Figure 1. Close-up of the layout.
Region (22, 141) to (47, 166) µm. Cells in gray, sequential cells in the stronger gray; small squares are vias.
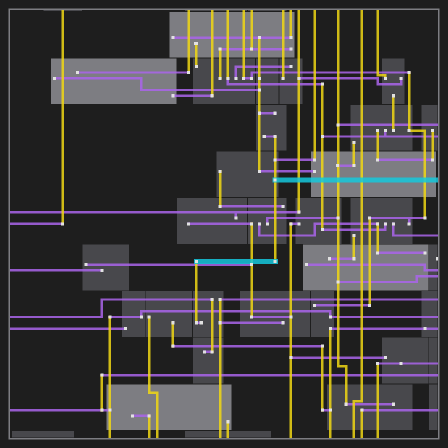
Figure 2. Cells colored by class.
(2 px per µm)
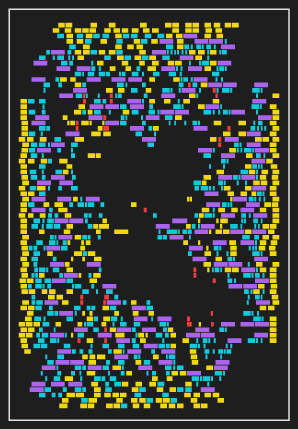
==> src/rtl/arbitro_memoria_datos_if.sv <==
// arbitro_memoria_datos_if: requester handshake and shared data-memory bus of the arbiter
interface arbitro_memoria_datos_if #(
  parameter int Ancho_Dato      = 32,
  parameter int Ancho_Direccion = 32
);
  logic                       sol_a, sol_b;
  logic                       esc_a, esc_b;
  logic [Ancho_Direccion-1:0] dir_a, dir_b;
  logic [Ancho_Dato-1:0]      dato_a, dato_b;
  logic                       ack_a, ack_b;
  logic                       err_a, err_b;
  logic [Ancho_Dato-1:0]      lect_a, lect_b;
  logic                       mem_escritura_habilitada, mem_lectura_habilitada;
  logic [Ancho_Direccion-1:0] mem_direccion;
  logic [Ancho_Dato-1:0]      mem_dato_escritura, mem_dato_lectura;
  // master: requesters plus the memory returning read data
  modport master (
    output sol_a, sol_b, esc_a, esc_b, dir_a, dir_b, dato_a, dato_b, mem_dato_lectura,
    input  ack_a, ack_b, err_a, err_b, lect_a, lect_b,
    input  mem_escritura_habilitada, mem_lectura_habilitada, mem_direccion, mem_dato_escritura
  );
  modport slave (
    input  sol_a, sol_b, esc_a, esc_b, dir_a, dir_b, dato_a, dato_b, mem_dato_lectura,
    output ack_a, ack_b, err_a, err_b, lect_a, lect_b,
    output mem_escritura_habilitada, mem_lectura_habilitada, mem_direccion, mem_dato_escritura
  );
endinterface

==> src/rtl/arbitro_memoria_datos.sv <==
// arbitro_memoria_datos: round-robin arbiter giving two requesters single-cycle access to one data memory
module arbitro_memoria_datos #(
  parameter int Ancho_Dato      = 32,
  parameter int Ancho_Direccion = 32,
  parameter int Tamanio_Mem     = 256
) (
  input logic                    clk,
  input logic                    rst_n,
  arbitro_memoria_datos_if.slave bus
);
  typedef enum logic [1:0] {REPOSO, ACCESO, RESPUESTA} estado_t;
  localparam logic [Ancho_Direccion-1:0] LIMITE = Ancho_Direccion'(Tamanio_Mem);
  estado_t                    estado;
  logic                       ptr_b, gan_b, r_esc, r_err;
  logic [Ancho_Direccion-1:0] r_dir;
  logic [Ancho_Dato-1:0]      r_dato;
  logic                       elige_b, err_sel, acc;
  logic [Ancho_Direccion-1:0] dir_sel;
  // ptr_b = 1 means B was served last, so A wins a tie
  always_comb begin
    elige_b = bus.sol_b && (!bus.sol_a || !ptr_b);
    dir_sel = elige_b ? bus.dir_b : bus.dir_a;
    err_sel = (dir_sel[1:0] != 2'b00) || ((dir_sel >> 2) >= LIMITE);
    acc     = rst_n && (estado == ACCESO) && !r_err;
  end
  assign bus.mem_escritura_habilitada = acc && r_esc;
  assign bus.mem_lectura_habilitada   = acc && !r_esc;
  assign bus.mem_direccion            = acc ? r_dir : '0;
  assign bus.mem_dato_escritura       = acc ? r_dato : '0;
  always_ff @(posedge clk) begin
    if (!rst_n) begin
      estado     <= REPOSO;
      ptr_b      <= 1'b1;
      gan_b      <= 1'b0;
      r_esc      <= 1'b0;
      r_err      <= 1'b0;
      r_dir      <= '0;
      r_dato     <= '0;
      bus.ack_a  <= 1'b0;
      bus.ack_b  <= 1'b0;
      bus.err_a  <= 1'b0;
      bus.err_b  <= 1'b0;
      bus.lect_a <= '0;
      bus.lect_b <= '0;
    end else begin
      bus.ack_a <= 1'b0;
      bus.ack_b <= 1'b0;
      bus.err_a <= 1'b0;
      bus.err_b <= 1'b0;
      case (estado)
        REPOSO: if (bus.sol_a || bus.sol_b) begin
          gan_b  <= elige_b;
          ptr_b  <= elige_b;
          r_esc  <= elige_b ? bus.esc_b : bus.esc_a;
          r_dir  <= dir_sel;
          r_dato <= elige_b ? bus.dato_b : bus.dato_a;
          r_err  <= err_sel;
          estado <= ACCESO;
        end
        ACCESO: begin
          if (!r_err && !r_esc && !gan_b) bus.lect_a <= bus.mem_dato_lectura;
          if (!r_err && !r_esc && gan_b) bus.lect_b <= bus.mem_dato_lectura;
          bus.ack_a <= !gan_b;
          bus.ack_b <= gan_b;
          bus.err_a <= !gan_b && r_err;
          bus.err_b <= gan_b && r_err;
          estado    <= RESPUESTA;
        end
        default: estado <= REPOSO;
      endcase
    end
  end
endmodule

==> src/flat_wrapper.sv <==
// flat-port wrapper written by rule: the top's interface ports become plain ports
module arbitro_memoria_datos_flat 
#(
  parameter int Ancho_Dato      = 32,
  parameter int Ancho_Direccion = 32,
  parameter int Tamanio_Mem     = 256
)
  (clk, rst_n, bus_sol_a, bus_sol_b, bus_esc_a, bus_esc_b, bus_dir_a, bus_dir_b, bus_dato_a, bus_dato_b, bus_mem_dato_lectura, bus_ack_a, bus_ack_b, bus_err_a, bus_err_b, bus_lect_a, bus_lect_b, bus_mem_escritura_habilitada, bus_mem_lectura_habilitada, bus_mem_direccion, bus_mem_dato_escritura);
  arbitro_memoria_datos_if #(.Ancho_Dato(Ancho_Dato), .Ancho_Direccion(Ancho_Direccion)) bus_i ();
  input logic clk;
  input logic rst_n;
  input wire logic [$bits(bus_i.sol_a)-1:0] bus_sol_a;
  input wire logic [$bits(bus_i.sol_b)-1:0] bus_sol_b;
  input wire logic [$bits(bus_i.esc_a)-1:0] bus_esc_a;
  input wire logic [$bits(bus_i.esc_b)-1:0] bus_esc_b;
  input wire logic [$bits(bus_i.dir_a)-1:0] bus_dir_a;
  input wire logic [$bits(bus_i.dir_b)-1:0] bus_dir_b;
  input wire logic [$bits(bus_i.dato_a)-1:0] bus_dato_a;
  input wire logic [$bits(bus_i.dato_b)-1:0] bus_dato_b;
  input wire logic [$bits(bus_i.mem_dato_lectura)-1:0] bus_mem_dato_lectura;
  output wire logic [$bits(bus_i.ack_a)-1:0] bus_ack_a;
  output wire logic [$bits(bus_i.ack_b)-1:0] bus_ack_b;
  output wire logic [$bits(bus_i.err_a)-1:0] bus_err_a;
  output wire logic [$bits(bus_i.err_b)-1:0] bus_err_b;
  output wire logic [$bits(bus_i.lect_a)-1:0] bus_lect_a;
  output wire logic [$bits(bus_i.lect_b)-1:0] bus_lect_b;
  output wire logic [$bits(bus_i.mem_escritura_habilitada)-1:0] bus_mem_escritura_habilitada;
  output wire logic [$bits(bus_i.mem_lectura_habilitada)-1:0] bus_mem_lectura_habilitada;
  output wire logic [$bits(bus_i.mem_direccion)-1:0] bus_mem_direccion;
  output wire logic [$bits(bus_i.mem_dato_escritura)-1:0] bus_mem_dato_escritura;
  assign bus_i.sol_a = bus_sol_a;
  assign bus_i.sol_b = bus_sol_b;
  assign bus_i.esc_a = bus_esc_a;
  assign bus_i.esc_b = bus_esc_b;
  assign bus_i.dir_a = bus_dir_a;
  assign bus_i.dir_b = bus_dir_b;
  assign bus_i.dato_a = bus_dato_a;
  assign bus_i.dato_b = bus_dato_b;
  assign bus_i.mem_dato_lectura = bus_mem_dato_lectura;
  assign bus_ack_a = bus_i.ack_a;
  assign bus_ack_b = bus_i.ack_b;
  assign bus_err_a = bus_i.err_a;
  assign bus_err_b = bus_i.err_b;
  assign bus_lect_a = bus_i.lect_a;
  assign bus_lect_b = bus_i.lect_b;
  assign bus_mem_escritura_habilitada = bus_i.mem_escritura_habilitada;
  assign bus_mem_lectura_habilitada = bus_i.mem_lectura_habilitada;
  assign bus_mem_direccion = bus_i.mem_direccion;
  assign bus_mem_dato_escritura = bus_i.mem_dato_escritura;
  arbitro_memoria_datos #(.Ancho_Dato(Ancho_Dato), .Ancho_Direccion(Ancho_Direccion), .Tamanio_Mem(Tamanio_Mem)) u_core (.clk(clk), .rst_n(rst_n), .bus(bus_i));
endmodule
==> config.mk <==
export PLATFORM = sky130hd
export DESIGN_NAME = arbitro_memoria_datos_flat
export DESIGN_NICKNAME = d
export VERILOG_FILES = /design/src/rtl/arbitro_memoria_datos_if.sv /design/src/rtl/arbitro_memoria_datos.sv /design/src/flat_wrapper.sv
export SDC_FILE = /design/constraint.sdc
export NUM_CORES = 1
export LEC_CHECK = 0
export ABC_CLOCK_PERIOD_IN_PS = 2840
export CAP_MARGIN = 25
export CORE_ASPECT_RATIO = 1.5
export CORE_MARGIN = 4
export CORE_UTILIZATION = 25
export CTS_BUF_LIST = sky130_fd_sc_hd__clkbuf_2
export DETAILED_ROUTE_END_ITERATION = 10
export GPL_TIMING_DRIVEN = 0
export HOLD_SLACK_MARGIN = 0.02
export SYNTH_ARGS = -nofsm -noshare
export SYNTH_HDL_FRONTEND = slang
export SYNTH_SLANG_ARGS = --single-unit
==> constraint.sdc <==
create_clock -name clk -period 2.84 [get_ports clk]
set_input_delay 0.284 -clock clk [delete_from_list [all_inputs] [get_ports clk]]
set_output_delay 0.284 -clock clk [all_outputs]
set_load 0.005 [all_outputs]
==> impl_metrics.toml <==
# flow metrics
[synthesis]
mux_area_frac = 0.101
yosysCellCount = 692
top_area_frac = 0.428
compound_area_frac = 0.201
top_area_cell = "dfxtp_1"
synth-async-reset-ratio = 0
top_logic_kind = "simple AND/OR/NAND/NOR gates"
yosys.area_share.xor_xnor = 0
syn_avg_cell_area_um2 = 9.32
ys.flop_type = "dfxtp_1"
top_cell = "nand2_1"
top_cells_by_area = "dfxtp_1 (43%), nand2_1 (11%), mux2i_1 (10%), o211a_1 (10%), and2_1 (6.7%)"
synthTopCellsByCount = "nand2_1 (194), dfxtp_1 (138), and2_1 (69)"
simple_gate_share = 0.207
ys_seq_share = 0.428
ys_types = 30
edf_count = 0

[cells_and_area]
finish.utilization = 0.413
design_area_mm2 = 0.0104
clock_buffers = 18
comb_area_mm2 = 0.00328
comb-cell-share = 0.316
seq_cells = 138
layout_top_cells = "clkdlybuf4s50_1 (243), nand2_1 (194), dfxtp_1 (137)"
synthToLayoutAreaGrowth_pct = 61.4
lay_top_count = "clkdlybuf4s50_1"
buf_share = 0.364
multiInputCombCellCount = 494
layout.nets = 1211

[pwr]
comb_power_mw = 0.987
power.total_mw = 4.06
power_clock_mw = 0.925
p_switching_mw = 1.21
power.share.sequential = 0.530
combPwrFrac = 0.243
peakVddDrop_mv = 0.224

[final_timing]
hold_violations = 0
final-max-slew-violation-count = 0
worst_hold_slack_ns = 0.162
tns_ns = 0
tightest_slew_ns = 0.731
finalSetupViolCount = 0
clock.fmax_ghz = 0.376
skew_ns = 0.0325
rsz0062_at_grt = "yes"
finalClockPeriodUsage = 0.935

[clocking]
clk_latency_ns = 0.72
cts_hold_buf = 28
cts.path.max_buffers = 2
cts-root-buf = "clkbuf_2"
cts_made_buffers = 17
cts.clk_slew.worst_paths_ns = 0.18
post_cts_buffers = 4
cts_resized = 61

[global_route]
gr-usage-all-layers = 0.159
grt-ovfl-total = 0
grt_use_met3 = 0.0423
grt.busiest_layer = "met2"
grt_max_degree = 17
grtUsageMet2 = 0.308

[route]
wl_met3_um = 1260
ant_nets = 0
dr_wl_met2_um = 12600
route.final.wire_length_um = 23400
post_drt_wl_per_cell_um = 16.9
wl_met1_um = 9120
route.detailed.drc = 0

[setup_path]
cp.required_ns = 2.56
cp_cell_sequence = "nand3b_1 -> nor2_2 -> buf_8 -> buf_6 -> and2_1 -> clkdlybuf4s50_1"
slowest_delay_ns = 0.49
cpMaxStageDelayCell = "clkdlybuf4s50_1"
ff2ff_setup_slack_ns = 0.70
worst_setup_path_end_kind = "output pin"
crit_path_end = "bus_mem_direccion[17]"
crit_buf_inv = 3
critPathKind = "flip-flop to output pin"

[floorplan]
nWellTaps = 328
fp_util = 0.256
die_w_um = 139
ios = 300
die_area_mm2 = 0.0285
die_y_um = 205

[placement]
dp_hpwl_um = 18300
place_ws_ns = 0.223
dp.cells = 1318

[min_path]
hp-class = "input port to flip-flop"
whs_endpoint = "u_core.bus.lect_b[18]"
hp-start = "bus_mem_dato_lectura[18]"

[flow_run]
tool_warnings = 28

[outcome]
status = "completed"
## Picture notes: Figure 1
legend:
  purple:
    layer: M1
  yellow:
    layer: M2
  cyan:
    layer: M3
cells with their middle in the window: 26
netlist names of flops here include: `u_core.r_dato` (5)
sequential cells in the window: 5
most frequent: dfxtp_1 (5), buf_4 (4)

## Picture notes: Figure 2
legend:
  yellow:
    class: remaining buffers and delay cells
    cells: 393
    share_of_their_area: 38%
  purple:
    class: registers
    cells: 138
    share_of_their_area: 28%
  red:
    class: clock drivers and dummy loads
    cells: 29
    share_of_their_area: 1.5%
  cyan:
    class: remaining logic cells
    cells: 495
    share_of_their_area: 33%

